Fig. 1: run 1, clock network drawn from the DEF
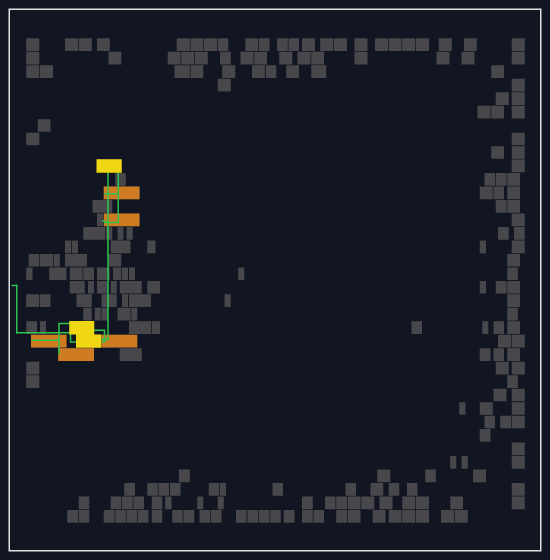
Fig. 2: run 1, placement view
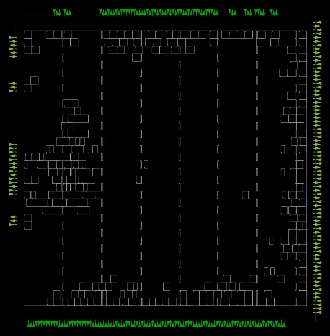
Fig. 3: run 1, PDN straps and rails
Pins as bars on the die edge. Tap cells in grey.
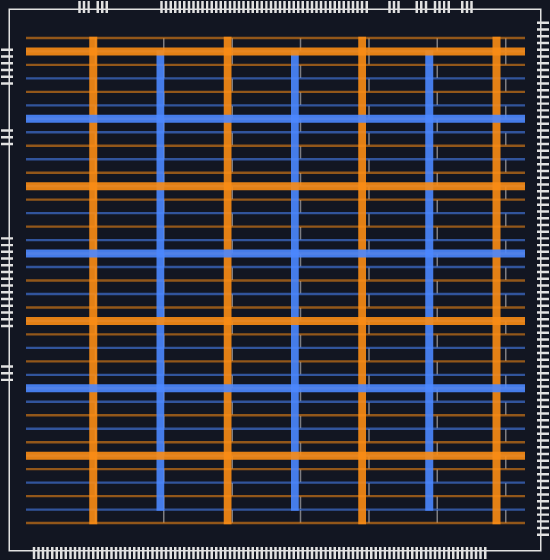
## src/rtl/cache_mem_arbiter.sv

```systemverilog
// rtl/cache_mem_arbiter.sv - icache/dcache arbiter onto a single-ported RAM
// dcache wins by default; a streak counter forces the icache in after STARVE_LIMIT dcache grants.
module cache_mem_arbiter #(
  parameter int STARVE_LIMIT = 2
) (
  input  logic        CLK,
  input  logic        RST,
  input  logic        iREN,
  input  logic [31:0] iaddr,
  output logic        iwait,
  output logic [31:0] iload,
  input  logic        dREN,
  input  logic        dWEN,
  input  logic [31:0] daddr,
  input  logic [31:0] dstore,
  output logic        dwait,
  output logic [31:0] dload,
  output logic        ramREN,
  output logic        ramWEN,
  output logic [31:0] ramaddr,
  output logic [31:0] ramstore,
  input  logic [31:0] ramload,
  input  logic [1:0]  ramstate,
  output logic        ramerr
);

  localparam int SW = (STARVE_LIMIT > 0) ? $clog2(STARVE_LIMIT + 1) : 1;
  localparam logic [SW-1:0] LIM = SW'(STARVE_LIMIT);
  localparam logic [1:0] RAM_ERROR = 2'd3;

  typedef enum logic [1:0] {IDLE, IACC, DACC} state_t;

  state_t        state;
  logic [SW-1:0] streak;
  logic          done;
  logic          dreq;
  logic          force_i;

  // ACCESS (2) and ERROR (3) both end the transaction
  assign done    = ramstate[1];
  assign dreq    = dREN | dWEN;
  assign force_i = (STARVE_LIMIT != 0) && iREN && (streak == LIM);

  always_ff @(posedge CLK) begin
    if (RST) begin
      state  <= IDLE;
      streak <= '0;
      ramerr <= 1'b0;
    end else begin
      case (state)
        IDLE: begin
          if (dreq && !force_i) begin
            state <= DACC;
          end else if (iREN) begin
            state  <= IACC;
            streak <= '0;
          end
        end
        IACC: begin
          if (done) begin
            state <= IDLE;
            if (ramstate == RAM_ERROR) ramerr <= 1'b1;
          end else if (!iREN) begin
            state <= IDLE;
          end
        end
        DACC: begin
          if (done) begin
            state <= IDLE;
            if (ramstate == RAM_ERROR) ramerr <= 1'b1;
            if (!iREN)              streak <= '0;
            else if (streak != LIM) streak <= streak + 1'b1;
          end else if (!dreq) begin
            state <= IDLE;
          end
        end
        default: state <= IDLE;
      endcase
    end
  end

  // RAM side is a pure decode of the grant; a simultaneous dREN/dWEN is a write
  always_comb begin
    ramREN   = 1'b0;
    ramWEN   = 1'b0;
    ramaddr  = '0;
    ramstore = '0;
    case (state)
      IACC: begin
        ramREN  = 1'b1;
        ramaddr = iaddr;
      end
      DACC: begin
        ramWEN   = dWEN;
        ramREN   = dREN & ~dWEN;
        ramaddr  = daddr;
        ramstore = dstore;
      end
      default: ;
    endcase
  end

  assign iwait = !((state == IACC) && done);
  assign dwait = !((state == DACC) && done);
  assign iload = ramload;
  assign dload = ramload;

endmodule

```

## config.mk

```make
export PLATFORM = sky130hd
export DESIGN_NAME = cache_mem_arbiter
export DESIGN_NICKNAME = d
export VERILOG_FILES = /design/src/rtl/cache_mem_arbiter.sv
export SDC_FILE = /design/constraint.sdc
export NUM_CORES = 1
export LEC_CHECK = 0
export CORE_AREA = 3 3 104 106
export DETAILED_ROUTE_END_ITERATION = 6
export DIE_AREA = 0 0 107 109
export DONT_BUFFER_PORTS = 1
export GPL_TIMING_DRIVEN = 0
export HOLD_SLACK_MARGIN = 0.02
export SLEW_MARGIN = 20
export SYNTH_ARGS = -nofsm -noshare
export SYNTH_HDL_FRONTEND = slang
export SYNTH_SLANG_ARGS = --single-unit
```

## constraint.sdc

```tcl
create_clock -name CLK -period 2.9 [get_ports CLK]
set_input_delay 0.58 -clock CLK [delete_from_list [all_inputs] [get_ports CLK]]
set_output_delay 0.58 -clock CLK [all_outputs]
set_load 0.03 [all_outputs]
```

==> results.toml, run 1 <==
# flow metrics
[timing]
setup_ws_ns = 0.2386
setup_viol = 0
timing.fmax_mhz = 375.7
slew_headroom_pct = 55.31
finalCritPeriodShare_pct = 91.77
grt_setup_unrepaired = "false"
fin_crit_ns = 2.661
drv_slew = 0
hold_slack_ns = 0.4108
finalClockSkew_ns = 0.001854
finalHoldViolCount = 0
tns_ns = 0
tightest_slew_ns = 0.6690

[global_routing]
overflow = 0
grt_pass1_vias = 1332
track_usage_pct = 8.695
antenna_found_initial = 1
grt_pass1_wl_microns = 7714
grt_max_degree = 11

[synthesis]
synthCells = 220
syn_nets = 360
synth_flops = 5
synth_cell_types = 28
syn_area_sq_um = 1555
ys_area_sq_um = 1555
avgSynthCellArea_sq_um = 7.069
ys_sh_xor_pct = 0
simple_gate_share_pct = 32.66
yosys-stat-cells = 220
yosys.stat.seqShare_pct = 6.436
yosys.area_share.aoi_pct = 19.87
synthTopLogicFamily = "buffers and inverters"
area_leaders = "buf_4, a22oi_1, and2_1"
ys.warnings.count = 0
ys_sh_adder_pct = 4.023
mux_area_share_pct = 1.448
top_cell_area_share_pct = 31.38
top_area_cell = "buf_4"

[floorplan]
io-pin-count = 268
die_area_sq_um = 11660
floorplan.core_util_pct = 15.77

[pwr]
leakage_nw = 0.6810
pwr_density_cell_nw_per_um2 = 410.0
p_total_mw = 0.7269

[routing]
wl_microns = 6202
ant_nets = 0
num_vias = 1485
viasPerCell = 4.160
drcViolationCount = 0
first_pass_iters = 4
routedWlPerCell_microns = 17.37
drt_iter0_drc = 74

[cells_and_area]
area_growth_pct = 14.00
fin_nets = 365
drive_gt1_share_pct = 33.93
diodes = 0

[hold_path]
hold_class = "in -> reg"

[clocking]
clkTransAtPathRegs_ns = 0.04
cts.sinks = 5
clockRootBuffer = "clkbuf_8"
cts_buffer_depth = 2
holdBufCountCts = 0
htree_levels = 1
cts_tree = "yes"
cts_buffers = 3

[worst_setup_path]
critPathMaxFanout = 10
worstPathRequired_ns = 2.32
start_kind = "register"
endpoint_kind = "primary output"
criticalPathCategory = "reg -> out"
arrival_ns = 2.08

[place]
io_buffer_count = 0
hpwl_microns = 5722
gp_congestion = 0.7848
pre_cts_slack_ns = 0.2976

[run_status]
outcome = "complete, no violations"

[flow_run]
maxCapViolCount = 0
warning_count = 29
## Picture notes: Fig. 1
Key: green = clock wires [length 112 microns]; orange = flip-flops [count 5]; yellow = cells driving clock nets [count 3]
There are 4 routed clock nets.
worst skew pair latency: 0.23 ns
Clock group: 0.133 mW

## Picture notes: Fig. 2
Rows: 36
final non-filler cell total: 357
fraction of area in registers: 5.646%
Core ar.: 9864 sq um
Flops: 5

## Picture notes: Fig. 3
Key: blue = VDD; orange = VSS
37 met1 rails follow the rows. 133 tap cells. The core has 36 rows.
Die Width: 107 microns
Die Span Y: 109 microns
maximum vdd drop: 330.5 uV

run 1: final timing paths:
path	start	end	slack [ns]	depth (start not counted)
setup / recovery	state[0]	ramaddr[20]	0.24	4
hold / removal	RST	state[1]	0.41	1
setup reg to reg	state[0]	streak[1]	1.19	7
hold reg to reg	state[0]	state[0]	0.48	2
run 1: power breakdown:
part           switching (mW)  internal, mW  total (mW)
Combinational           0.362         0.154       0.516
Clock                  0.0382        0.0947       0.133
Sequential            0.00521        0.0733      0.0785
run 1: Yosys cell counts, drive strengths merged:
cell type  count
or3b           1
a22oi         32
inv            4
nor2b         33
nand2          7
ha             5
and2          33
nor2           6
nand3b         2
or4b           1
nand2b         1
o211ai         2
dfxtp          5
a211oi         1
mux2           2
a21oi          3
o21a           1
a2bb2oi        1
or2            1
clkbuf        10
a31oi          1
buf           68
run 1: stage by stage:
step | utilization [%] | area, sq um | instances
global route | 17.97 | 1773 | 357
global placement | 17.45 | 1722 | 353
detailed placement | 17.45 | 1722 | 353
CTS | 17.91 | 1767 | 357
finish | 17.97 | 1773 | 357
floorplan | - | 1555 | 220
run 1: cell usage in the layout (no fill, tap or decap), types with 2 or more instances in the layout:
cell type,instances
nand3b_1,2
a22oi_1,32
and2_1,33
clkbuf_1,10
ha_1,5
nor2b_2,2
nor2_1,6
a21oi_1,2
inv_1,3
buf_1,2
clkbuf_8,3
nor2b_1,31
buf_4,65
dfxtp_1,5
nand2_1,7
run 1: state kept, by name (all words and copies together), names as in the netlist:
signal	flops
state	2
streak	2
ramerr	1
run 1: repair_timing:
item	CTS	global route
setup buffers	0	0
resized	0	4
setup endpoints to repair	0	9
run 1: layer usage:
metal	share of wire (%)	global-route usage (%)	vias up	wire, microns
met2	53	15.83	114	3317
met4	0.71	1.644	2	44
met1	38	10.97	686	2349
met3	7.7	1.243	6	477
met5	0.21	0	-	13
li1	-	-	677	-
run 1: area by class of cell:
class                      instances  area, sq um
buffer                            78        539.3
clock buffer                       4        45.04
fill                            1107         8092
inverter                           4        15.01
multi-input combinational        133        907.1
sequential                         5        100.1
tap                              133        166.4
run 1: cell families (layout without fill, tap and decap cells):
family / Yosys count / in the layout
buf+inv: 82 / 86
compound gates: 41 / 41
flops: 5 / 5
fa+ha+maj: 5 / 5
mux: 2 / 2
simple gates: 85 / 85
run 1: worst max-delay path, stage by stage (launching register included):
cell      delay, ns
dfxtp_1        0.35
inv_1          0.09
ha_1           0.44
clkbuf_1       0.40
nor2b_1        0.56
--- run 2 (diff from run 1) ---
--- a/config.mk
+++ b/config.mk
@@ -5,9 +5,9 @@
 export SDC_FILE = /design/constraint.sdc
 export NUM_CORES = 1
 export LEC_CHECK = 0
-export CORE_AREA = 3 3 104 106
+export CORE_AREA = 3 3 103 105
 export DETAILED_ROUTE_END_ITERATION = 6
-export DIE_AREA = 0 0 107 109
+export DIE_AREA = 0 0 106 108
 export DONT_BUFFER_PORTS = 1
 export GPL_TIMING_DRIVEN = 0
 export HOLD_SLACK_MARGIN = 0.02
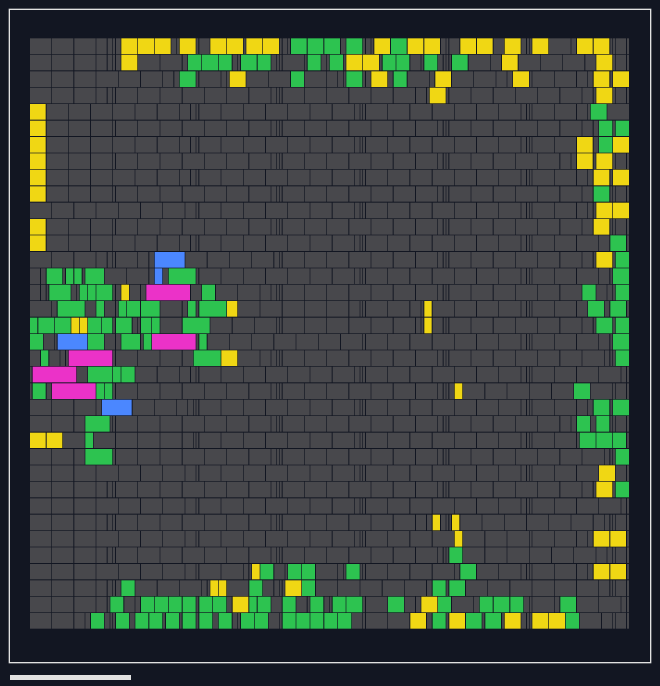
Fig. 4. Placement by cell class (run 2).
The bar under the picture is 20 microns long. Fill, decap, tap and diode cells in grey.
Key: green = all other logic [cells 137]; yellow = other buffers and delay cells [cells 78]; blue = clock drivers and dummy loads [cells 4]; magenta = flops [cells 5]
post-route cell area: 1767 sq um
Core ar.: 9729 sq um
fraction of area in registers: 5.666%
final core utilization: 18.16%

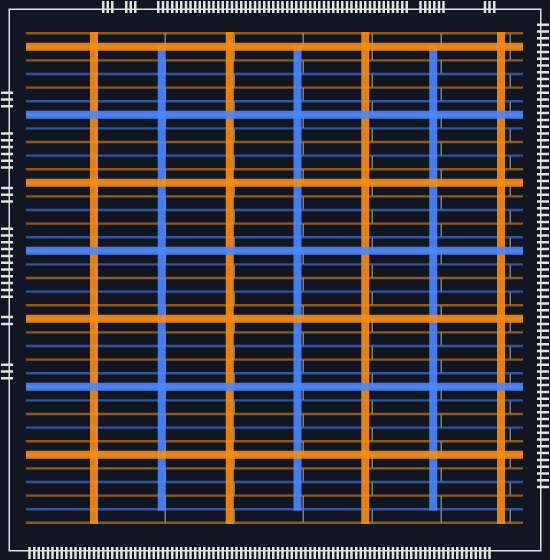
Fig. 5. PDN straps and rails (run 2).
Pins as bars on the die edge. Tap cells in grey.
Key: orange = VSS; blue = VDD
The core has 36 rows. 268 signal pins sit on the boundary. 37 met1 rails follow the rows. 7 straps on met5. 7 straps on met4.
Die Span Y: 108 microns
Die Width: 106 microns
maximum vdd drop: 243.5 uV

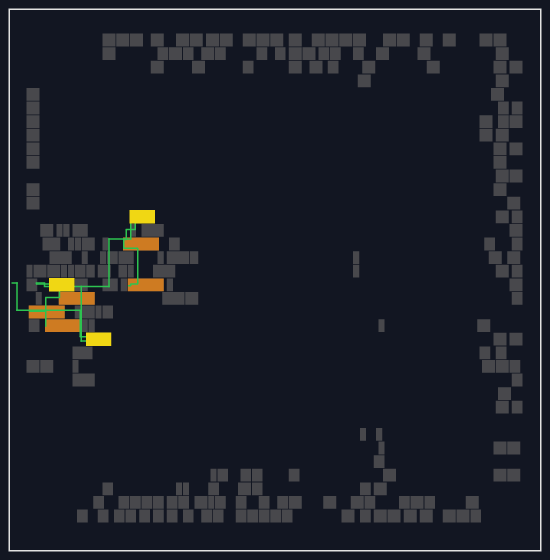
Fig. 6. Clock network drawn from the DEF (run 2).
Key: green = clock wires [length 116 microns]; yellow = cells driving clock nets [count 3]; orange = flip-flops [count 5]
There are 4 routed clock nets.
clock network fraction of total power: 18.0%
Layout Skew: 0.002202 ns
Clock group: 0.132 mW

==> run 2 against run 1 <==
  * Core utilization grew 0.19 points
  * Critical path depth grew 2
  * First-iteration DRC count grew 45%
  * Setup slack lost 0.12 ns
  * Sequential cell count is the same
  * Clock-buffer cell count is the same
  * Clock skew is essentially flat
  * Synthesized cell count is the same
  * Area after synthesis is the same
  * Largest cell class unchanged
==> results.toml, run 2 <==
# flow metrics
[worst_setup_path]
max_stage_delay_ns = 0.55
start_kind = "register"
endpoint_kind = "primary output"
path_buffers = 3
arrival_ns = 2.20
crit_chain = "inv_1 -> ha_1 -> buf_2 -> clkbuf_1 -> a22oi_1 -> nor2b_1"
cp_top_family = "buffers and inverters"
worstPathRequired_ns = 2.32
critPathMaxFanout = 10

[synthesis]
ys.warnings.count = 0
syn_nets = 360
yosys.area_share.aoi_pct = 19.87
synth_cell_types = 28
synth-main-ff-cell = "dfxtp_1"
area_leaders = "buf_4, a22oi_1, and2_1"
syn_area_sq_um = 1555
top_area_cell = "buf_4"
ys_sh_xor_pct = 0
yosys.stat.seqShare_pct = 6.436
edf_count = 0
common_cells = "buf_4, and2_1, nor2b_1, a22oi_1, clkbuf_1"
synthCells = 220
ys_area_sq_um = 1555
ys_sh_adder_pct = 4.023
avgSynthCellArea_sq_um = 7.069
most_common_cell = "buf_4"
simple_gate_share_pct = 32.66

[clocking]
clk_latency_ns = 0.23
htree_levels = 1
clockRootBuffer = "clkbuf_8"
cts_tree = "yes"
postCtsSetupRepairBufs = 0
cts.sinks = 5
cts_buffer_depth = 2
cts_buffers = 3
cts-resized-gates = 0

[cells_and_area]
area_growth_pct = 13.60
fin_nets = 365
finalNonFillerCells = 357
final_layout_top_logic_cell = "buf_4"
drive_gt1_share_pct = 32.59
lay_top_cells = "buf_4, nor2b_1, and2_1"

[floorplan]
floorplan.core_util_pct = 15.99
fp-row-count = 36
die_area_sq_um = 11450
io-pin-count = 268

[timing]
timing.fmax_mhz = 359.4
slew_headroom_pct = 53.55
drv_slew = 0
finalCritPeriodShare_pct = 95.96
grt_setup_unrepaired = "false"
setup_viol = 0
setup_ws_ns = 0.1173
tightest_slew_ns = 0.6953

[routing]
ant_nets = 0
first_pass_iters = 4
viasPerCell = 4.319
num_vias = 1542
drt_iter0_drc = 107
wl_microns = 6728
routedWlPerCell_microns = 18.85

[pwr]
pwr-share-comb_pct = 71.4
p_int_mw = 0.3202
netSwitchingPower_mw = 0.4144
pwr_density_cell_nw_per_um2 = 415.9
swShare_pct = 56.41

[place]
gp_congestion = 0.8818
placedCellCount = 353
hpwl_microns = 6126

[run_status]
outcome = "complete, no violations"

[global_routing]
grt_max_degree = 11
grt_pass1_wl_microns = 8211
grt_pass1_vias = 1310
overflow = 0
antenna_found_initial = 0

[flow_run]
maxCapViolCount = 0
warning_count = 29
-- run 2: cell count changes in the layout (fill, tap and decap cells not counted) --
cell      before  now
clkbuf_1      10   11
clkbuf_2       1    0
nor2b_1       31   33
nor2b_2        2    0
-- run 2: worst paths after layout --
path / start / slack (ns) / depth (start not counted) / end
min: RST / 0.41 / 1 / state[1]
max reg2reg: state[0] / 1.21 / 7 / streak[1]
min reg2reg: state[0] / 0.48 / 2 / state[0]
max: state[0] / 0.12 / 6 / ramaddr[10]
-- run 2: metal layers --
metal	part of all wire, %	vias to the layer above	track usage [%]	wire [microns]
li1	-	674	-	-
met4	0.37	0	1.203	25
met2	48	119	15.39	3243
met3	8.4	6	2.448	566
met1	43	743	13.24	2893
met5	0	-	0	0
-- run 2: power groups by stage --
stage               registers (mW)  logic, mW  clock network, mW
finish                      0.0784      0.524              0.132
global route                0.0787      0.554              0.136
CTS                         0.0784      0.530              0.133
detailed placement          0.0794      0.529                  0
global placement            0.0791      0.523                  0
floorplan                   0.0786      0.460                  0
-- run 2: kinds of logic (layout without fill, tap and decap cells) --
group | Yosys count | count (layout)
AND-OR/OR-AND | 41 | 41
adder cells (fa/ha/maj) | 5 | 5
buffers and inverters | 82 | 86
flip-flops | 5 | 5
multiplexers | 2 | 2
AND/OR/NAND/NOR | 85 | 85
-- run 2: metrics by stage --
stage	instance area, sq um	power [mW]
final	1767	0.7347
after global routing	1767	0.7690
after CTS	1767	0.7414
after detailed placement	1722	0.6088
after global placement	1722	0.6018
after floorplan	1555	0.5386
-- run 2: worst register-to-register path, delay by kind of cell (launching register included) --
kind / cells / cell delay, ns
flops: 1 / 0.32
compound gates: 2 / 0.38
fa+ha+maj: 1 / 0.15
buf+inv: 3 / 0.38
mux: 1 / 0.34
-- run 2: final cells by class --
cell class / instances / area [sq um]
fill: 1083 / 7963
inverter: 4 / 15.01
multi-input combinational: 133 / 902.1
buffer: 78 / 538.0
sequential: 5 / 100.1
clock buffer: 4 / 45.04
tap: 133 / 166.4
Power figures rest on the tool's default switching activity, not on a simulated workload.
